==> config.mk <==
export PLATFORM = sky130hd
export DESIGN_NAME = pe_vec
export DESIGN_NICKNAME = d
export VERILOG_FILES = /design/src/rtl/pe_vec.sv
export SDC_FILE = /design/constraint.sdc
export NUM_CORES = 1
export LEC_CHECK = 0
export CORE_MARGIN = 4
export CORE_UTILIZATION = 45
export CTS_BUF_LIST = sky130_fd_sc_hd__clkbuf_16
export DETAILED_ROUTE_END_ITERATION = 8
export HOLD_SLACK_MARGIN = 0.05
export PLACE_DENSITY = 0.68
export SYNTH_ARGS = -nofsm -noshare
export SYNTH_HDL_FRONTEND = slang
export SYNTH_SLANG_ARGS = --single-unit
==> constraint.sdc <==
create_clock -name clk -period 7.15 [get_ports clk]
set_clock_uncertainty 0.2 [all_clocks]
set_input_delay 1.43 -clock clk [delete_from_list [all_inputs] [get_ports clk]]
set_output_delay 1.43 -clock clk [all_outputs]
set_load 0.02 [all_outputs]
==> run_1/met1.png <==
Bar = 50 um.
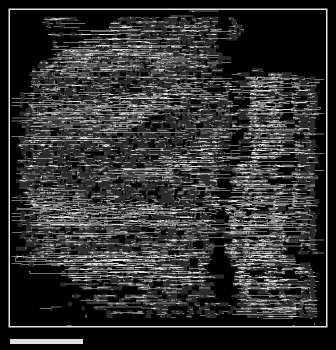
main direction: horizontal
share of all routed wire: 39%
nets with wire on the layer: 2839
longest straight run: 63.0 um
wire length on this layer: 20.8 mm
aggregate routed wire length: 53.2 mm
via count: 15400

==> run_1/met2.png <==
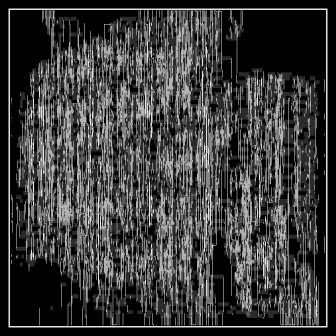
main direction: vertical
longest straight run: 136 um
nets with wire on the layer: 2697
global-route track usage on met2: 0.424

==> run_1/met3.png <==
Bar = 50 um.
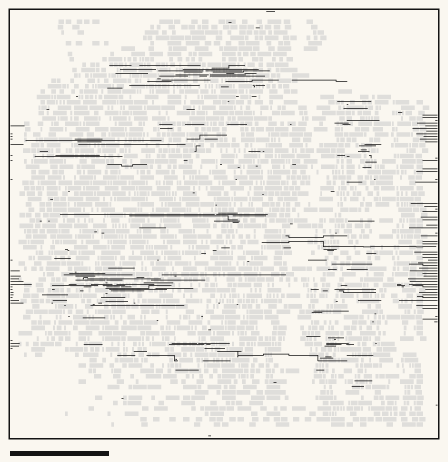
main direction: horizontal
longest straight run: 78.0 um
share of all routed wire: 5.2%
met3 usage in global routing: 0.0380

==> run_1/final_placement.png <==
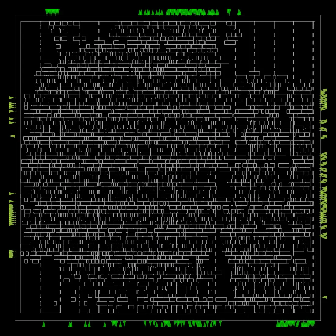
sequential portion of the cell area: 0.122
row cnt: 76

==> notes.md, run 1 <==
Implementation results are summarized by area below.

Run status
The flow ran to the end, but the final reports show violations. The final reports fail on negative setup slack.

Routing
The met3 wire length is 2.75 mm. The routed design shows a wire length per standard cell of 17.2 um. In this run the remaining antenna-violating nets after routing total 0. Dividing the detail-routed via count by the number of cells gives 4.99.

According to the report, the first pass of detailed routing completed in 5 iterations. The met2 wire length is 28.1 mm. The number of DRC violations after detailed-routing iteration 0 is 797. In the per-layer breakdown of the detailed-route log, met1 shows 20.8 mm.

Floorplan
The floorplan die area is 47000 um2. Across the placement rows, the number of tap cells is 585. The die is 217 um wide. The die is 217 um tall.

Clock network
Counting along the longest clock path gives a buffer depth of 2. Looking at the post-CTS report, the setup buffer insertion count equals 33. Clock tree synthesis selected as its root buffer the cell sky130_fd_sc_hd__clkbuf_16.

On the reported timing paths, the clock transition at the registers reads 60 ps. The post-cts resize count is 273. The CTS tree is yes. The skew report gives the latency at the later pin of the worst-skew pair as 440 ps.

The number of sinks driven by the clock tree is 152.

Yosys
The share of async-settable or async-resettable flops after synthesis is 0. The count of unique library cells instantiated by Yosys is 63. For this run, the register share of the synthesized area comes to 0.155. The chip area estimate from yosys synthesis is 19600 um2. The most used flip-flop cell after synthesis is sky130_fd_sc_hd__dfxtp_1. The most popular library cell in the synthesized design by count is sky130_fd_sc_hd__inv_1. The number of synthesized flops with an enable pin is 0. The count of state elements after synthesis is 152. The synthesis log from Yosys contains 0 warnings.

Layout
The filler cells instantiated in the layout total 3794. The area growth from synthesis to final layout is 27.6%. The share of final-layout standard cells stronger than drive strength 1 is 0.182. Of all the cell area in the finished design, non-clock buffers hold 0.156. According to the finish report, the design has a final net count of 3089. The number of logic inverters in the finished layout is 436. The count of plain and timing-repair buffers is 433.

The final core area utilization is 0.581. The share of cell area taken by multi-input logic gates is 0.603. The largest cell class by area is multi-input combinational cells. The multi-input combinational cells in the finished layout cover a total of 15100 um2.

Critical path
The signal arrival time at the worst endpoint is 7540 ps. For reference, the critical path cell chain is buf_12 > buf_12 > buf_4 > nand2_2 > or2_2 > fa_1 > fa_1 > inv_2 > fa_1 > fa_2 > fa_1 > fa_1 > fa_1 > inv_1 > fa_1 > inv_2 > ha_4 > buf_6 > nor2_4 > o31ai_4 > o211ai_1 > o21ai_1 > xnor2_1 > nor2_1. The data required time at the worst endpoint is 7230 ps.

The setup slack of the most critical reg-to-reg path is 1880 ps. The number of cells on the critical path is 24. Measured in cells, the most critical reg-to-reg path has a length of 12. By startpoint and endpoint, the worst setup path is classified as in2reg. The cell that appears most often on the critical path is sky130_fd_sc_hd__fa_1.

The maximum fanout encountered on the critical timing path is 6.

Global route
The overall track demand over capacity in global routing is 0.230. The number of antenna violations at the first check in global routing was 2. The via count of the first global-routing pass came to 16700.

The first global-routing pass estimated 85.4 mm of wire. The maximum number of pins on one net before global-route repair is 69. The peak-usage layer in the global routing report is met2.

Final timing
The clock period minus worst slack is 7460 ps. Per the finish-stage timing summary, setup violations number 7. The count of final max-slew check failures is 0. The final timing report gives a worst setup slack of -311 ps. The share of the clock period used by the worst path is 1.04. Summed over all failing endpoints, the final setup total negative slack is -1310 ps. Per the slew report, the remaining headroom to the max-slew limit stands at 0.222. At the pin with the least slew margin, the transition time is 1170 ps.

Worst hold path
The type recorded for the worst min-delay path is reg2reg. The hold path depth is 2.

Job
The count of warning messages emitted by the tools is 34. The max-cap check violation count is 0.

Place
The number of buffers added on ports is 205. Detailed placement reports a standard cell area of 23500 um2.
run 1: kinds of logic after synthesis:
group	synth area share
flops	0.155
mux	0.0158
simple gates	0.158
fa+ha+maj	0.454
compound gates	0.0772
buf+inv	0.102
xor+xnor	0.0381
run 1: layout by cell type (no fill, tap or decap), drive strengths merged, types with 8 or more instances in the layout:
master         instances
a211oi                13
a21o                  16
a21oi                 91
a22oi                  8
a31oi                  8
and2                 146
and3                  21
buf                  248
clkbuf                24
clkdlybuf4s15         18
clkdlybuf4s50        137
dfxtp                152
dlygate4sd2           23
fa                   363
ha                   130
inv                  439
mux2i                 31
nand2                175
nand2b                12
nand3                 22
nor2                 115
nor2b                 79
nor3                  16
o21ai                 46
or2                   15
xnor2                 65
xor2                  15
==> run 2: changes to the inputs <==
--- a/config.mk
+++ b/config.mk
@@ -14,3 +14,4 @@
 export SYNTH_ARGS = -nofsm -noshare
 export SYNTH_HDL_FRONTEND = slang
 export SYNTH_SLANG_ARGS = --single-unit
+export TNS_END_PERCENT = 1
==> notes.md, run 2 <==
Implementation results are summarized by area below.

Run status
The flow ran to the end, but the final reports show violations. The checks that failed: negative setup slack.

Clock network
TritonCTS created 17 clock buffers. The skew report gives the latency at the later pin of the worst-skew pair as 440 ps. Clock tree synthesis found a total of 152 sinks. In this run the clock root is driven by a sky130_fd_sc_hd__clkbuf_16. TritonCTS built the clock tree. Per the CTS log, the buffer count on the longest clock path is 2. On the worst setup and hold paths after CTS, the clock-pin slew comes to 70 ps.

Final timing
The smallest setup slack after layout is -320 ps. After routing, the total negative slack on setup checks comes to -2080 ps. In this run the tightest slew margin relative to its limit is 0.198. From the final report, the count of setup violators was given as 9. The share of the clock period used by the worst path is 1.04.

The smallest clock period supported by the final layout is computed as 7470 ps. The pin closest to its max-slew limit shows a slew of 1200 ps. Counting pins that exceed their max-slew limit in the final report gives 0. Setup repair after global routing could not meet its margin everywhere.

Critical path
Looking at the setup timing report, the critical path kind is in2reg. In this run the register-to-register setup slack is 1750 ps. The maximum fanout encountered on the critical timing path is 6. The arrival time of data at the worst endpoint is listed as 7580 ps. The data required time at the worst endpoint is 7260 ps. For reference, the critical path cell chain is clkdlybuf4s15_1 > buf_4 > and2_1 > fa_1 > inv_1 > fa_1 > fa_1 > fa_1 > fa_1 > fa_1 > fa_1 > fa_1 > inv_1 > ha_4 > nand3_1 > a211o_1 > a31oi_2 > nand3_1 > nand2_1 > xnor2_1 > nor2_1. The dominant cell type by count on the critical path is sky130_fd_sc_hd__fa_1. The number of cells on the critical path is 21. The logic depth of the worst register-to-register path is 12.

Yosys
The most popular library cell in the synthesized design by count is sky130_fd_sc_hd__inv_1. The share of async-settable or async-resettable flops after synthesis is 0. The commonest register cell after synthesis is sky130_fd_sc_hd__dfxtp_1. The synthesized netlist was found by Yosys to have 2133 cells. The post-synth count of flops with an enable pin is 0. Per the synthesis report, the number of distinct cell types is 63. The part of the Yosys area used for sequential elements is 0.155. The chip area estimate from yosys synthesis is 19600 um2. The count of state elements after synthesis is 152. The synthesis warning total is 0.

The instance count of the mapped netlist is 2133.

Routing
Summed over all nets, wire length on met2 after detailed routing comes to 28.1 mm. The script logs the mean routed wire length per placed instance as 17.1 um. Nets still carrying antenna violations after routing amount to 0. In the routed layout, each cell is associated on average with a via count of 4.98. The total routed wire length on the met1 layer is 21.0 mm.

Wire segments on met3 add up to 2.36 mm in the final route. The number of DRC violations after detailed-routing iteration 0 is 723. For this run, the detailed router's first-pass iteration total came to 5.

Job
The max-cap check violation count is 0. In this run the tools logged warnings totalling 34.

Layout
The layout report lists the clock-cell share of area as 0.0255. The count of plain and timing-repair buffers is 431. The share of cell area taken by multi-input logic gates is 0.602.

The largest cell class by area is multi-input combinational cells. The combinational gate area is 15000 um2. Counting the inverters off the clock network in the layout gives 436. Per the run report, area growth between synthesis and finish was 27.3%. The final core area utilization is 0.580. The layout summary lists the proportion of cells stronger than drive strength 1 as 0.176. Per the cell usage report, the commonest logic cells after layout are 411 x sky130_fd_sc_hd__inv_1, 338 x sky130_fd_sc_hd__fa_1, 185 x sky130_fd_sc_hd__buf_4. In the final design database the tool counted 3087 nets.

The fraction of area in non-clock buffers is 0.156. By instance count after routing, the leading logic cell type is sky130_fd_sc_hd__inv_1. Fill cells in the final layout number 3787. Registers represent a cell area share of 0.122.

Place
The total cell area at the placement stage is 23400 um2. The detailed placer's ending HPWL is 43.4 mm. The number of buffers added on ports is 205.

Floorplan
The floorplan die width is 217 um. The overall die size recorded for this design is 47000 um2. The height of the die is 217 um. The floorplan-stage core utilization is 0.455. After floorplanning, the core was sized to cover 43100 um2. The floorplan has 76 rows. The total number of tap cells is 585.

Global route
The met3 track demand over resource in global routing is 0.0302. Entering global routing, the biggest net connects 77 pins. For this run, global-route usage on met2 was measured as 0.423.

The overall track demand over capacity in global routing is 0.230. The wire length of the first global-routing pass is 86.0 mm. The peak-usage layer in the global routing report is met2. The number of antenna violations at the first check in global routing was 1. The via count of the first global-routing pass is 16600.

Worst hold path
The hold path depth is 2. The tightest min-delay check is of the reg2reg type.
-- run 2: what timing repair did --
item | CTS | global route
gates resized | 318 | 10
pin swaps | 148 | 17
setup endpoints to repair | 11 | 10
cloned | 4 | 0
setup buffers | 44 | 3
-- run 2: logic make-up after synthesis --
kind of cell | synth area share
compound gates | 0.0772
xor+xnor | 0.0381
fa+ha+maj | 0.454
buf+inv | 0.102
flops | 0.155
mux | 0.0158
simple gates | 0.158
-- run 2: tightest hold or removal path: stages (launching register included) --
cell and delay (ps):
sky130_fd_sc_hd__dfxtp_1 330, sky130_fd_sc_hd__nand2_1 60, sky130_fd_sc_hd__o31ai_1 50
==> run_2/met1.png <==
Bar = 50 um.
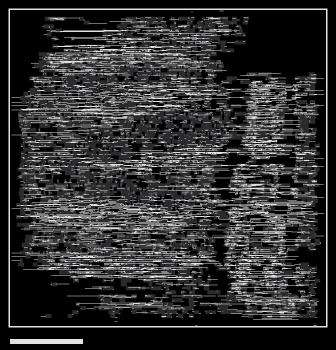
nets with wire on the layer: 2833
main direction: horizontal
longest straight run: 54.7 um
via count: 15400
met1 Track Usage GR: 0.283
aggregate routed wire length: 52.8 mm

